Cell outlines without signal wires:
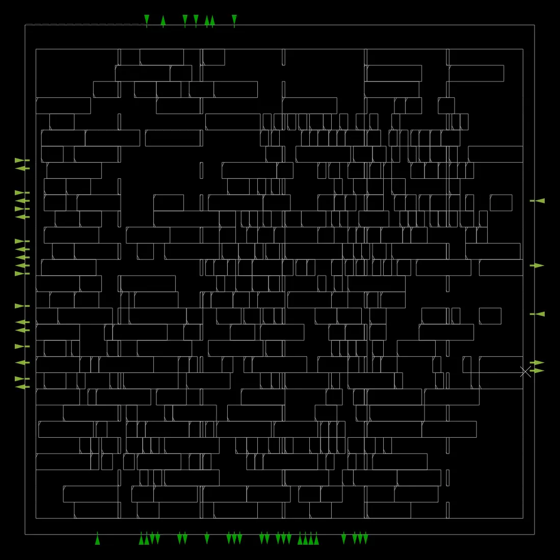
Floorplan with the power grid:
Pins as bars on the die edge. Tap cells in grey.
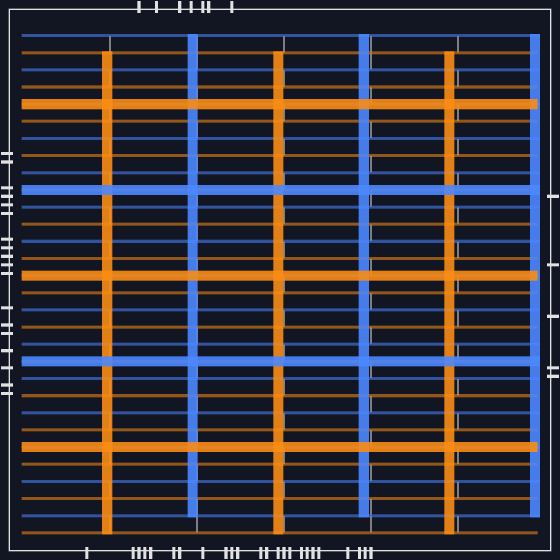
**src/rtl/uart_pkg.sv**
```systemverilog
// Shared definitions for the UART/ALU sequencer.
// Contents: default data/opcode widths, timeout length, ALU opcode
// encodings, the sequencer state encoding, and an opcode-legality helper.
package uart_pkg;

  localparam int DEF_NB_DATA       = 8;
  localparam int DEF_NB_OP         = 6;
  localparam int DEF_TIMEOUT_TICKS = 704;  // 4 byte-times at 16 ticks/bit

  localparam logic [DEF_NB_OP-1:0] OP_ADD = 6'b100000;
  localparam logic [DEF_NB_OP-1:0] OP_SUB = 6'b100010;
  localparam logic [DEF_NB_OP-1:0] OP_AND = 6'b100100;
  localparam logic [DEF_NB_OP-1:0] OP_OR  = 6'b100101;
  localparam logic [DEF_NB_OP-1:0] OP_XOR = 6'b100110;
  localparam logic [DEF_NB_OP-1:0] OP_NOR = 6'b100111;
  localparam logic [DEF_NB_OP-1:0] OP_SRA = 6'b000011;
  localparam logic [DEF_NB_OP-1:0] OP_SRL = 6'b000010;

  typedef enum logic [2:0] {
    WAIT_A  = 3'd0,
    WAIT_B  = 3'd1,
    WAIT_OP = 3'd2,
    COMPUTE = 3'd3,
    SEND    = 3'd4,
    WAIT_TX = 3'd5
  } state_t;

  // True when the low opcode bits name an operation the ALU implements.
  function automatic logic op_known(input logic [DEF_NB_OP-1:0] op);
    case (op)
      OP_ADD, OP_SUB, OP_AND, OP_OR,
      OP_XOR, OP_NOR, OP_SRA, OP_SRL: return 1'b1;
      default:                        return 1'b0;
    endcase
  endfunction

endpackage

```
**src/rtl/uart_alu_ctrl_byte_timeout.sv**
```systemverilog
// Inter-byte timeout counter, counted in baud ticks.
// Ports:
//   i_clock  - system clock
//   i_reset  - async active-low reset
//   i_clear  - synchronous clear (wins over i_enable)
//   i_enable - count one tick this cycle
//   o_expire - combinational: this enabled tick is the last one allowed
module byte_timeout #(
  parameter int TICKS = 704
) (
  input  logic i_clock,
  input  logic i_reset,
  input  logic i_clear,
  input  logic i_enable,
  output logic o_expire
);

  localparam int W = $clog2(TICKS);
  localparam logic [W-1:0] LAST = W'(TICKS - 1);

  logic [W-1:0] cnt;

  assign o_expire = i_enable && (cnt == LAST);

  always_ff @(posedge i_clock or negedge i_reset) begin
    if (!i_reset)       cnt <= '0;
    else if (i_clear)   cnt <= '0;
    else if (i_enable)  cnt <= o_expire ? '0 : cnt + 1'b1;
  end

endmodule

```
**src/rtl/uart_alu_ctrl.sv**
```systemverilog
// Sequencer between UART RX, UART TX and a combinational ALU.
// Collects operand A, operand B and opcode bytes, validates the opcode,
// latches the ALU result and launches one TX transmission of it.
// Ports:
//   i_clock, i_reset (async active-low)
//   i_tick                 baud tick
//   i_rx_done, i_rx_data   receiver byte strobe (level) and data
//   i_tx_done              transmitter completion (level)
//   i_alu_result           ALU output for o_alu_a/b/op
//   o_alu_a/b/op           registered ALU operands/opcode
//   o_tx_start, o_tx_data  transmitter launch and byte
//   o_error                one-cycle pulse: timeout, bad opcode, dropped byte
//   o_busy                 frame in progress (state != WAIT_A)
module uart_alu_ctrl
  import uart_pkg::*;
#(
  parameter int NB_DATA       = DEF_NB_DATA,
  parameter int NB_OP         = DEF_NB_OP,
  parameter int TIMEOUT_TICKS = DEF_TIMEOUT_TICKS
) (
  input  logic               i_clock,
  input  logic               i_reset,
  input  logic               i_tick,
  input  logic               i_rx_done,
  input  logic [NB_DATA-1:0] i_rx_data,
  input  logic               i_tx_done,
  input  logic [NB_DATA-1:0] i_alu_result,
  output logic [NB_DATA-1:0] o_alu_a,
  output logic [NB_DATA-1:0] o_alu_b,
  output logic [NB_OP-1:0]   o_alu_op,
  output logic               o_tx_start,
  output logic [NB_DATA-1:0] o_tx_data,
  output logic               o_error,
  output logic               o_busy
);

  // Reset asserts asynchronously, releases on a clock edge.
  logic [1:0] rst_sync;
  logic       rst_n;

  always_ff @(posedge i_clock or negedge i_reset) begin
    if (!i_reset) rst_sync <= '0;
    else          rst_sync <= {rst_sync[0], 1'b1};
  end
  assign rst_n = rst_sync[1];

  state_t state, state_nxt;
  logic   rx_prev, tx_prev;
  logic   rx_acc, tx_edge, in_wait, tmo_expire, op_ok, err_nxt;

  // Done strobes may stay high for many cycles; only the rising edge counts.
  assign rx_acc  = i_rx_done & ~rx_prev;
  assign tx_edge = i_tx_done & ~tx_prev;
  assign in_wait = (state == WAIT_B) || (state == WAIT_OP);
  assign op_ok   = ~|i_rx_data[NB_DATA-1:NB_OP] && op_known(i_rx_data[NB_OP-1:0]);

  // Counter is held clear outside the timed states, so entering WAIT_B or
  // WAIT_OP always starts from zero; every accepted byte restarts it too.
  byte_timeout #(.TICKS(TIMEOUT_TICKS)) u_tmo (
    .i_clock  (i_clock),
    .i_reset  (rst_n),
    .i_clear  (rx_acc | ~in_wait),
    .i_enable (i_tick & in_wait),
    .o_expire (tmo_expire)
  );

  // Accept is checked before expiry so a byte landing on the last tick wins.
  always_comb begin
    state_nxt = state;
    err_nxt   = 1'b0;
    case (state)
      WAIT_A:  if (rx_acc) state_nxt = WAIT_B;
      WAIT_B: begin
        if (rx_acc) state_nxt = WAIT_OP;
        else if (tmo_expire) begin
          state_nxt = WAIT_A;
          err_nxt   = 1'b1;
        end
      end
      WAIT_OP: begin
        if (rx_acc) begin
          if (op_ok) state_nxt = COMPUTE;
          else begin
            state_nxt = WAIT_A;
            err_nxt   = 1'b1;
          end
        end else if (tmo_expire) begin
          state_nxt = WAIT_A;
          err_nxt   = 1'b1;
        end
      end
      COMPUTE: begin
        state_nxt = SEND;
        err_nxt   = rx_acc;
      end
      SEND: begin
        if (i_tick) state_nxt = WAIT_TX;
        err_nxt = rx_acc;
      end
      WAIT_TX: begin
        if (tx_edge) state_nxt = WAIT_A;
        err_nxt = rx_acc;
      end
      default: state_nxt = WAIT_A;
    endcase
  end

  always_ff @(posedge i_clock or negedge rst_n) begin
    if (!rst_n) begin
      state     <= WAIT_A;
      rx_prev   <= 1'b0;
      tx_prev   <= 1'b0;
      o_error   <= 1'b0;
      o_alu_a   <= '0;
      o_alu_b   <= '0;
      o_alu_op  <= '0;
      o_tx_data <= '0;
    end else begin
      state   <= state_nxt;
      rx_prev <= i_rx_done;
      tx_prev <= i_tx_done;
      o_error <= err_nxt;
      if (rx_acc && state == WAIT_A)          o_alu_a   <= i_rx_data;
      if (rx_acc && state == WAIT_B)          o_alu_b   <= i_rx_data;
      if (rx_acc && state == WAIT_OP && op_ok) o_alu_op <= i_rx_data[NB_OP-1:0];
      if (state == COMPUTE)                   o_tx_data <= i_alu_result;
    end
  end

  // Decoded from state so reset drops them without waiting for a clock.
  assign o_tx_start = (state == SEND);
  assign o_busy     = (state != WAIT_A);

endmodule

```
**config.mk**
```make
export PLATFORM = sky130hd
export DESIGN_NAME = uart_alu_ctrl
export DESIGN_NICKNAME = d
export VERILOG_FILES = /design/src/rtl/uart_pkg.sv /design/src/rtl/uart_alu_ctrl_byte_timeout.sv /design/src/rtl/uart_alu_ctrl.sv
export SDC_FILE = /design/constraint.sdc
export NUM_CORES = 1
export LEC_CHECK = 0
export ABC_AREA = 1
export CORE_MARGIN = 1.5
export CORE_UTILIZATION = 33
export DETAILED_ROUTE_END_ITERATION = 7
export GPL_TIMING_DRIVEN = 1
export SKIP_LAST_GASP = 1
export SYNTH_ARGS = -nofsm -noshare
export SYNTH_HDL_FRONTEND = slang
export SYNTH_SLANG_ARGS = --single-unit
export TNS_END_PERCENT = 1
```
**constraint.sdc**
```tcl
create_clock -name i_clock -period 1.4 [get_ports i_clock]
set_input_delay 0.14 -clock i_clock [delete_from_list [all_inputs] [get_ports i_clock]]
set_output_delay 0.14 -clock i_clock [all_outputs]
set_load 0.1 [all_outputs]
```
==> results_dict.tcl <==
# flow metrics
set metrics [dict create \
    drc 1 \
    drive_above_1_share_pct 31.6 \
    hold_path.class "flip-flop to asynchronous set/reset pin" \
    global_route.overflow_total 0 \
    power.share.sequential_pct 24.4 \
    postSynthSeqShare_pct 53.3 \
    ios 54 \
    final.min_clock_period_ps 1460 \
    final.setup.worst_slack_ps -57.1 \
    dr.pass1.iters 6 \
    critPathBufInv 3 \
    post_synth.cell_area_avg_um2 9.05 \
    timing.setup.critical_path_class "flip-flop to output port" \
    clock_tree.root_cell "clkbuf_8" \
    setup-violations-final 2 \
    fin_cells 416 \
    share_clk_of_total_power_pct 11.5 \
    global_route.usage.total_pct 15.9 \
    violations_in_the_final_reports "design-rule violations, negative setup slack" \
    series_of_cell_instances_along_the_critical_path "buf_6 > nor2_4 > nand2_2 > clkinvlp_4 > buf_12" \
    cp_top_family "flip-flops" \
    worst_clock_skew_ps 8.70 \
    final_min_period_over_clock_period_pct 104 \
    port_buffers 53 \
    synth.area.top_cells "dfrtp_1 53%, nand2_1 11%, o21ai_0 4.9%, inv_1 4.3%, mux2_2 4.0%" \
    finish.net_count 360 \
    max-cap-violations 0 \
    routed_length_per_placed_instance_um 12.7 \
    synth_area_leader_cell "dfrtp_1" \
    swShare_pct 51.2 \
    worstSetupStartpointType "flip-flop" \
    finalHoldViolCount 0 \
    initCoreUtil_pct 34.9 \
    globalplace.congestion 0.805 \
    pre_cts_ws_ps -150 \
    num_vias 1925 \
    die_width_um 85.7 \
    netlist-cell-type-count 29 \
    largest_net_degree_at_the_start_of_global_routing 28 \
    worstSetupPathDepth 5 \
    floorplan.nets 271 \
    fillCellCount 585 \
    finalWirelength_um 5300 \
    synth.cell_area_um2 2250 \
    initialDrtViolationCount 98 \
    ys_chip_area_um2 2250 \
    status "finished, violations left" \
    log.warning_count 29 \
    finalCoreUtilization_pct 55.6 \
    p_switching_w 0.00467 \
    power.ir.vdd_worst_mv 1.74 \
    clk-insertion-delay-late_ps 310 \
    p_total_w 0.00913 \
    static-leakage-power_nw 1.69 \
    critical_path.max_fanout 4 \
    ys_cells 249 \
    cp.required_ps 1260 \
    async_flop_share_pct 100 \
    vias_per_cell 4.63 \
    sequential_cell_area_um2 1200 \
    detailed_place_hpwl_um 3980 \
    clk_pin_slew_worst_paths_ps 100 \
    maximum_clock_frequency_ghz 0.686 \
    edf_count 0 \
    die_h_um 85.7 \
    cpMaxStageDelayCell "dfrtp_2" \
]
About 'cell outlines without signal wires':
Taps Inserted: 77
Rows: 29
Seq/total area: 33.6%
placeable core area: 6460 um^2

About 'floorplan with the power grid':
orange -> VSS
blue -> VDD
signal pins = 54
tap cells = 77

[cell families (layout without fill, tap and decap cells)]
logic type / Yosys count / after routing / share of synthesized area, %
DFF: 48 / 48 / 53.3
AOI/OAI and AO/OA: 30 / 30 / 6.88
xor gates and xnor gates: 3 / 3 / 1.17
adders and majority gates: 1 / 1 / 0.555
buffers and inverters: 34 / 124 / 6.27
other: 1 / 1 / 0.166
and+or+nand+nor: 124 / 124 / 27.7
muxes: 8 / 8 / 4.00
[synth_stat cells (2+ instances only)]
| cell | number |
|---|---|
| o21ai_0 | 22 |
| a21oi_1 | 5 |
| xor2_1 | 2 |
| inv_2 | 3 |
| nand2_4 | 3 |
| mux2_2 | 8 |
| inv_1 | 26 |
| nor2_1 | 14 |
| buf_2 | 3 |
| dfrtp_1 | 48 |
| nor2_2 | 2 |
| nand3_1 | 17 |
| o211ai_1 | 2 |
| nor3_1 | 4 |
| nand4_1 | 8 |
| nand3_2 | 3 |
| nand2_1 | 67 |
[placed cells by master (no fill, tap or decap), types with 2 or more instances in the layout]
cell              n
nand3_2           3
dfrtp_2           3
buf_4            30
clkbuf_8          5
nand4_1           8
a21oi_1           5
nor2_4            2
clkinvlp_4        3
o211ai_1          2
dfrtp_1          45
buf_12           34
o21ai_0          22
nand2_2           2
inv_1            24
nand3_1          17
nor2_2            3
nand2_1          66
xor2_1            2
mux2_2            8
clkdlybuf4s50_1  20
inv_2             3
nand2_4           3
nor3_1            4
nor2_1           12
[registers in the layout, summed over array words and instances, names as in the netlist, 2 cells and up]
register,cells
u_tmo.cnt,10
rst_sync,2
o_alu_b,8
o_alu_a,8
o_tx_data,8
state,3
o_alu_op,6
[power by group through the flow]
stage	Clock, W	Combinational (W)	Sequential [W]
final	0.00105	0.00585	0.00223
after global routing	0.00114	0.00610	0.00228
after CTS	0.00108	0.00587	0.00223
after detailed placement	0	0.00574	0.00226
after global placement	0	0.00571	0.00225
after floorplan	0	0.00116	0.00458
[metal layers]
layer / track usage, % / routed length (um) / vias up
li1: - / - / 985
met1: 20.8 / 2440 / 888
met2: 25.3 / 2490 / 46
met3: 4.91 / 303 / 6
met4: 5.28 / 69 / 0
met5: 0 / 0 / -
[what timing repair did]
item / in CTS / in global routing
resized: 3 / 5
hold endpoints to repair: 2 / 0
buffers inserted: 4 / 0
setup endpoints to repair: 10 / 24
pin swaps: 2 / 1
hold buffers: 1 / 0
[path summary, 6_finish.rpt]
| path | start | slack [ps] | end |
|---|---|---|---|
| min in group i_clock | i_tx_done | 300 | tx_prev |
| setup reg to reg | state[1] | 0 | u_tmo.cnt[0] |
| max in group asynchronous | i_reset | 740 | rst_sync[1] |
| hold reg to reg | rst_sync[1] | 230 | o_tx_data[7] |
| hold / removal | rst_sync[1] | 230 | o_tx_data[7] |
| setup / recovery | state[1] | -60 | o_tx_start |
[area by class of cell]
cell class              count  share of cell area [%]
clock buffers               5                    1.92
clock inverters             3                    1.29
inverters                  30                    3.41
multi-input cells         167                    25.7
flip-flops and latches     48                    33.6
well taps                  77                    2.68
repair buffers             86                    31.4
No activity file was given, so power comes from the tool's default toggle rates.
